$ cat config.mk
export PLATFORM = sky130hd
export DESIGN_NAME = uart_debug_rx
export DESIGN_NICKNAME = d
export VERILOG_FILES = /design/src/rtl/uart_debug_rx.sv
export SDC_FILE = /design/constraint.sdc
export NUM_CORES = 1
export LEC_CHECK = 0
export CELL_PAD_IN_SITES_DETAIL_PLACEMENT = 0
export CELL_PAD_IN_SITES_GLOBAL_PLACEMENT = 1
export CORE_MARGIN = 2
export CORE_UTILIZATION = 45
export DETAILED_ROUTE_END_ITERATION = 7
export PLACE_DENSITY = 0.91
export SLEW_MARGIN = 20
export SYNTH_ARGS = -nofsm -noshare
export SYNTH_HDL_FRONTEND = slang
export SYNTH_SLANG_ARGS = --single-unit
$ cat constraint.sdc
create_clock -name clk_50 -period 4.1 [get_ports clk_50]
set_clock_uncertainty 0.2 [all_clocks]
set_input_delay 0.41 -clock clk_50 [delete_from_list [all_inputs] [get_ports clk_50]]
set_output_delay 0.41 -clock clk_50 [all_outputs]
set_load 0.05 [all_outputs]
$ cat src/rtl/uart_debug_rx.sv
// -----------------------------------------------------------------------------
// uart_debug_rx
//
// Receive-only 8N1 UART for the debug link. It samples the host serial line at
// CLKS_PER_BIT clk_50 cycles per bit (218 by default, about 229.4 kbaud). Each
// good byte is handed to the consumer through a one-entry valid/ready holding
// register. Glitches on the start bit are ignored silently. Framing errors,
// overruns and, optionally, parity errors are reported as 1-cycle pulses.
//
// Optional feature macro: UART_RX_PARITY_EN
//   defined   : frame = start + 8 data + parity + stop. PARITY_ODD selects odd
//               (1) or even (0) parity. A byte with bad parity is discarded.
//   undefined : plain 8N1. rx_parity_err is tied to 0.
//
// Parameters
//   CLKS_PER_BIT  clk_50 cycles per bit, 16..1023
//   HALF_BIT      cycles from the synchronised start edge to the start-bit centre
//   PARITY_ODD    parity sense; this parameter exists only with UART_RX_PARITY_EN
//
// Ports
//   clk_50         in   system clock, 50 MHz
//   reset          in   synchronous, active-high
//   uart_rx        in   asynchronous serial input, idles high
//   rx_data        out  received byte, stable while rx_valid=1
//   rx_valid       out  holding register full
//   rx_ready       in   consumer takes the byte when rx_valid && rx_ready
//   rx_frame_err   out  pulse: stop bit sampled 0
//   rx_overrun     out  pulse: byte completed while the holding register was full
//   rx_parity_err  out  pulse: parity mismatch (constant 0 without the macro)
// -----------------------------------------------------------------------------
module uart_debug_rx #(
    parameter int CLKS_PER_BIT = 218,
    parameter int HALF_BIT     = 109
`ifdef UART_RX_PARITY_EN
    ,
    parameter bit PARITY_ODD   = 1'b0
`endif
) (
    input  logic       clk_50,
    input  logic       reset,
    input  logic       uart_rx,
    output logic [7:0] rx_data,
    output logic       rx_valid,
    input  logic       rx_ready,
    output logic       rx_frame_err,
    output logic       rx_overrun,
    output logic       rx_parity_err
);

    localparam logic [9:0] BIT_LAST  = 10'(CLKS_PER_BIT - 1);
    localparam logic [9:0] HALF_LAST = 10'(HALF_BIT - 1);

    typedef enum logic [2:0] {
        S_IDLE   = 3'd0,
        S_START  = 3'd1,
        S_DATA   = 3'd2,
        S_STOP   = 3'd3,
        S_BREAK  = 3'd4
`ifdef UART_RX_PARITY_EN
        ,
        S_PARITY = 3'd5
`endif
    } state_t;

    // Two-flop synchroniser; both flops reset to the idle (high) line level.
    logic       rx_meta_q;
    logic       rx_s_q;

    state_t     state_q, state_d;
    logic [9:0] cnt_q, cnt_d;
    logic [2:0] bidx_q, bidx_d;
    logic [7:0] shift_q, shift_d;
    logic       stop_sample;

    // Stop-bit result held for one cycle; the delivery decision is made the
    // cycle after the stop sample.
    logic       done_q;
    logic       stop_bit_q;
    logic       par_bad;

    logic [7:0] data_q, data_d;
    logic       valid_q, valid_d;
    logic       frame_err_q, frame_err_d;
    logic       overrun_q, overrun_d;
    logic       deliver;

    logic       bit_end;
    logic       half_end;

`ifdef UART_RX_PARITY_EN
    logic       par_bit_q, par_bit_d;
    logic       parity_err_q, parity_err_d;
`endif

    assign bit_end  = (cnt_q == BIT_LAST);
    assign half_end = (cnt_q == HALF_LAST);

    always_ff @(posedge clk_50) begin
        if (reset) begin
            rx_meta_q <= 1'b1;
            rx_s_q    <= 1'b1;
        end else begin
            rx_meta_q <= uart_rx;
            rx_s_q    <= rx_meta_q;
        end
    end

    // ---------------------------------------------------------------- FSM: state register
    always_ff @(posedge clk_50) begin
        if (reset) begin
            state_q <= S_IDLE;
            cnt_q   <= '0;
            bidx_q  <= '0;
            shift_q <= '0;
`ifdef UART_RX_PARITY_EN
            par_bit_q <= 1'b0;
`endif
        end else begin
            state_q <= state_d;
            cnt_q   <= cnt_d;
            bidx_q  <= bidx_d;
            shift_q <= shift_d;
`ifdef UART_RX_PARITY_EN
            par_bit_q <= par_bit_d;
`endif
        end
    end

    // ---------------------------------------------------------------- FSM: next state
    always_comb begin
        state_d = state_q;
        case (state_q)
            S_IDLE:  if (!rx_s_q) state_d = S_START;
            // A start bit that is already high again at its centre was a glitch.
            S_START: if (half_end) state_d = rx_s_q ? S_IDLE : S_DATA;
            S_DATA: begin
                if (bit_end && (bidx_q == 3'd7)) begin
`ifdef UART_RX_PARITY_EN
                    state_d = S_PARITY;
`else
                    state_d = S_STOP;
`endif
                end
            end
`ifdef UART_RX_PARITY_EN
            S_PARITY: if (bit_end) state_d = S_STOP;
`endif
            // Leaving at mid-stop-bit lets the next start edge follow immediately.
            S_STOP:  if (bit_end) state_d = rx_s_q ? S_IDLE : S_BREAK;
            // A line held low reports one framing error, then waits for idle.
            S_BREAK: if (rx_s_q) state_d = S_IDLE;
            default: state_d = S_IDLE;
        endcase
    end

    // ---------------------------------------------------------------- FSM: outputs
    always_comb begin
        cnt_d       = cnt_q + 10'd1;
        bidx_d      = bidx_q;
        shift_d     = shift_q;
        stop_sample = 1'b0;
`ifdef UART_RX_PARITY_EN
        par_bit_d   = par_bit_q;
`endif
        case (state_q)
            S_IDLE, S_BREAK: cnt_d = '0;
            S_START: begin
                if (half_end && !rx_s_q) bidx_d = '0;
            end
            S_DATA: begin
                // The counter restarts at every data bit, because DATA spans 8 bits.
                if (bit_end) begin
                    cnt_d   = '0;
                    shift_d = {rx_s_q, shift_q[7:1]};
                    bidx_d  = bidx_q + 3'd1;
                end
            end
`ifdef UART_RX_PARITY_EN
            S_PARITY: if (bit_end) par_bit_d = rx_s_q;
`endif
            S_STOP: if (bit_end) stop_sample = 1'b1;
            default: ;
        endcase
        if (state_d != state_q) cnt_d = '0;
    end

    // ---------------------------------------------------------------- delivery
`ifdef UART_RX_PARITY_EN
    assign par_bad = (((^shift_q) ^ par_bit_q) != PARITY_ODD);
`else
    assign par_bad = 1'b0;
`endif

    assign deliver = done_q && stop_bit_q && !par_bad;

    always_comb begin
        data_d      = data_q;
        valid_d     = valid_q;
        overrun_d   = 1'b0;
        frame_err_d = done_q && !stop_bit_q;
        if (valid_q && rx_ready) valid_d = 1'b0;
        if (deliver) begin
            // A same-cycle handshake frees the register for the new byte.
            if (!valid_q || rx_ready) begin
                data_d  = shift_q;
                valid_d = 1'b1;
            end else begin
                overrun_d = 1'b1;
            end
        end
    end

`ifdef UART_RX_PARITY_EN
    // A bad stop bit takes precedence; only the framing error is reported.
    assign parity_err_d = done_q && stop_bit_q && par_bad;
`endif

    always_ff @(posedge clk_50) begin
        if (reset) begin
            done_q      <= 1'b0;
            stop_bit_q  <= 1'b0;
            data_q      <= '0;
            valid_q     <= 1'b0;
            frame_err_q <= 1'b0;
            overrun_q   <= 1'b0;
`ifdef UART_RX_PARITY_EN
            parity_err_q <= 1'b0;
`endif
        end else begin
            done_q <= stop_sample;
            if (stop_sample) stop_bit_q <= rx_s_q;
            data_q      <= data_d;
            valid_q     <= valid_d;
            frame_err_q <= frame_err_d;
            overrun_q   <= overrun_d;
`ifdef UART_RX_PARITY_EN
            parity_err_q <= parity_err_d;
`endif
        end
    end

    assign rx_data      = data_q;
    assign rx_valid     = valid_q;
    assign rx_frame_err = frame_err_q;
    assign rx_overrun   = overrun_q;
`ifdef UART_RX_PARITY_EN
    assign rx_parity_err = parity_err_q;
`else
    assign rx_parity_err = 1'b0;
`endif

endmodule
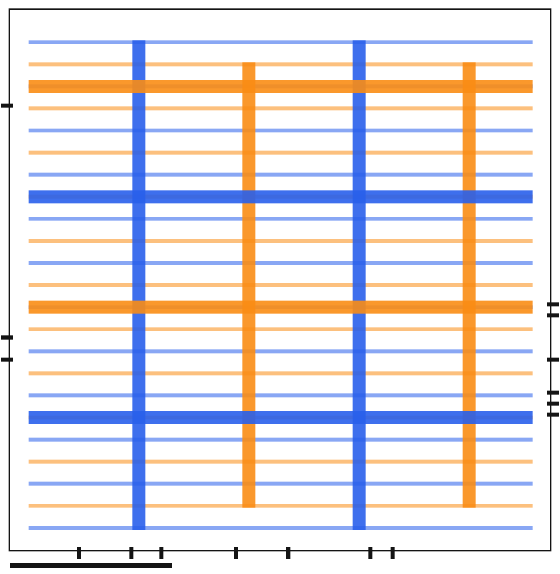
Figure 1: power grid.
Scale bar: 20 um. Pins as bars on the die edge.
net	colour
VDD	orange
VSS	blue
signal pins	16
met4 straps	4
rows	22

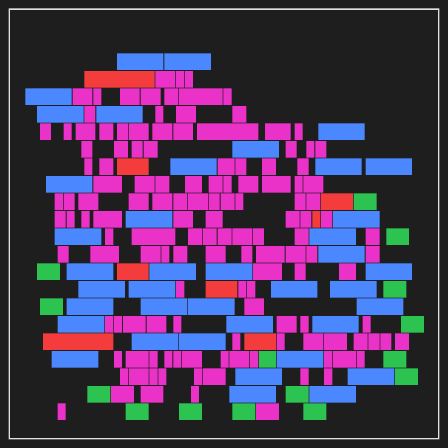
Figure 2: cells coloured by class.
class	colour	cells	share of their area
combinational and other logic	magenta	137	46%
other buffers and delay cells	green	15	7.5%
flops	blue	39	40%
clock drivers and dummy loads	red	8	6.7%
post-route design area: 2040 sq um
Std-Cell Rows: 22
post-layout util: 54.8%

==> impl_metrics.toml <==
# flow metrics
[worst_hold_path]
holdCritStartpoint = "rx_meta_q"
hold_path.class = "reg2reg"
hold_path_depth = 1
hold_end = "rx_s_q"

[setup_path]
r2r_end = "cnt_q[1]"
critPathArrivalTime_ps = 2070
cp-start-kind = "input pin"
r2r_slack_ps = 2130
rr_startpoint = "cnt_q[0]"
cp.required_ps = 4070
startpoint = "rx_ready"
reg2regPathDepth = 6
worstSetupPathType = "in2reg"
end_kind = "flop"
critPathMaxFanout = 8

[routing]
antenna_left = 0
drc_errors = 0
first_pass_iters = 4

[place]
dp_hpwl_um = 2390
dp.cells = 239
io_buffers = 14

[clock_tree]
cts.sinks = 39
cts_tree = "yes"
h-tree-depth = 2
cts_buffer_depth = 2
clk_pin_slew_worst_paths_ps = 70
cts_made_buffers = 5
ctsHoldBuffers = 0
cts_setup_buffers = 0

[sta]
hold_viol = 0
tightest_slew_ps = 925
rsz0062_at_grt = "no"
setup_violations = 0
finalClockPeriodUsage_pct = 51.3
slew_headroom_pct = 38.2

[synthesis]
ys_top_cells_by_count = "dfxtp_1, nand2_1, nor2_1"
syn_inst = 186
synth_cell_type_count = 40
avgSynthCellArea_sq_um = 9.46
flop_cell = "dfxtp_1"
top_cells_by_area = "dfxtp_1, nand2_1, a21oi_2, mux2i_1, ha_1"
synth_top_cell_by_area = "dfxtp_1"
synth_warnings = 0
synth_nets = 195
synth.cell_area_sq_um = 1760
synth_seq_share_pct = 44.4
yosysMostFrequentCell = "dfxtp_1"
async_flop_share_pct = 0

[power]
seq_power_share_pct = 49.5
swShare_pct = 18.4
peakVddDrop_mv = 0.365
p_int_w = 0.000631
netSwitchingPower_w = 0.000142
finalPower_w = 0.000773
power_density_nw_per_um2 = 380

[cells_and_area]
lay_top_count = "dfxtp_1"
fin_nets = 207
area_delta_synth_final_pct = 15.7
antenna_cells = 0
fin_cells = 247

[global_route]
grt_antenna_before_repair = 0
grt_first_pass_wirelength_um = 5740

[floorplanning]
num_io_pins = 16
dieArea_sq_um = 4430
die_h_um = 66.5
core-area_sq_um = 3720

[run_status]
status = "finished clean"
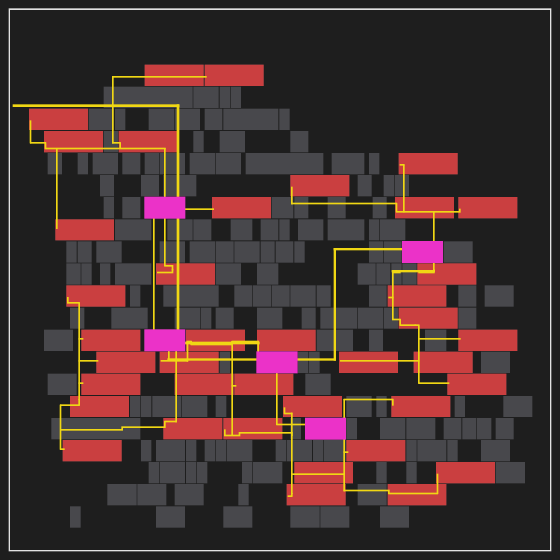
Figure 3: clock distribution.
[clock drivers] magenta | count: 5
[flip-flops] red | count: 39
[clock wires] yellow | length: 438 um
routed clock nets	6
worst-skew pair later-pin latency: 290 ps
Clock power frac: 47.8%
clock network power: 0.000370 W

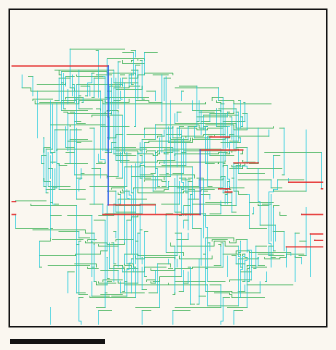
Figure 4: metal layers overlaid.
Scale bar: 20 um.
layer	colour	wire length
metal 2	cyan	1640 um
metal 3	red	97.3 um
metal 1	green	1540 um
metal 4	blue	42.8 um
Routed wire per std cell: 13.4 um
gr usage total: 17.1%
via count: 1320

==> metrics by stage <==
| stage | hold slack, ps | setup WS [ps] | cell area (sq um) | util (%) |
|---|---|---|---|---|
| floorplan | 189 | 2450 | 1760 | - |
| global placement | 201 | 1770 | 1900 | 51.2 |
| detailed placement | 226 | 1710 | 1900 | 51.2 |
| CTS | 253 | 2010 | 2040 | 54.8 |
| global route | 262 | 1840 | 2040 | 54.8 |
| finish | 236 | 2000 | 2040 | 54.8 |
==> cells by family after synthesis <==
family	after synthesis	share of synthesized area [%]
compound gates	25	11.9
xor+xnor	8	3.98
fa+ha+maj	5	3.56
buf+inv	14	4.48
flops	39	44.4
mux	8	4.55
other cells	1	0.213
simple gates	86	27.0
==> routing by layer <==
layer  up-vias  GRT usage [%]  share of wire (%)
met4         0           7.65                1.3
met1       626           20.7                 46
met3         4           4.56                2.9
li1        670              -                  -
met2        20           28.4                 49
met5         -              0                  0
==> power groups by stage <==
stage	Clock [W]	Combinational, W	Sequential [W]
2_1_floorplan	0	0.0000172	0.000390
3_3_place_gp	0	0.0000201	0.000392
3_5_place_dp	0	0.0000207	0.000392
4_1_cts	0.000378	0.0000208	0.000383
5_1_grt	0.000401	0.0000226	0.000383
6_report	0.000370	0.0000207	0.000383
==> flip-flops by register name, indices dropped and copies added, names as in the netlist, 3 cells and up <==
register and count:
bidx_q 3, cnt_q 10, rx_data 8, shift_q 8, state_q 3
==> worst max-delay path, stage by stage <==
cell and delay [ps]:
clkdlybuf4s50_1 440, nand2b_1 130, nor2b_1 740, mux2i_1 290
nor2_1 50
==> layout make-up <==
cell class,instances,area [sq um]
clock buffer,6,72.6
clock inverter,2,60.1
fill,343,1680
inverter,4,15.0
multi-input combinational,133,900
sequential,39,781
tap,48,60.1
timing repair buffer,15,148
Power and IR drop assume default switching activity.
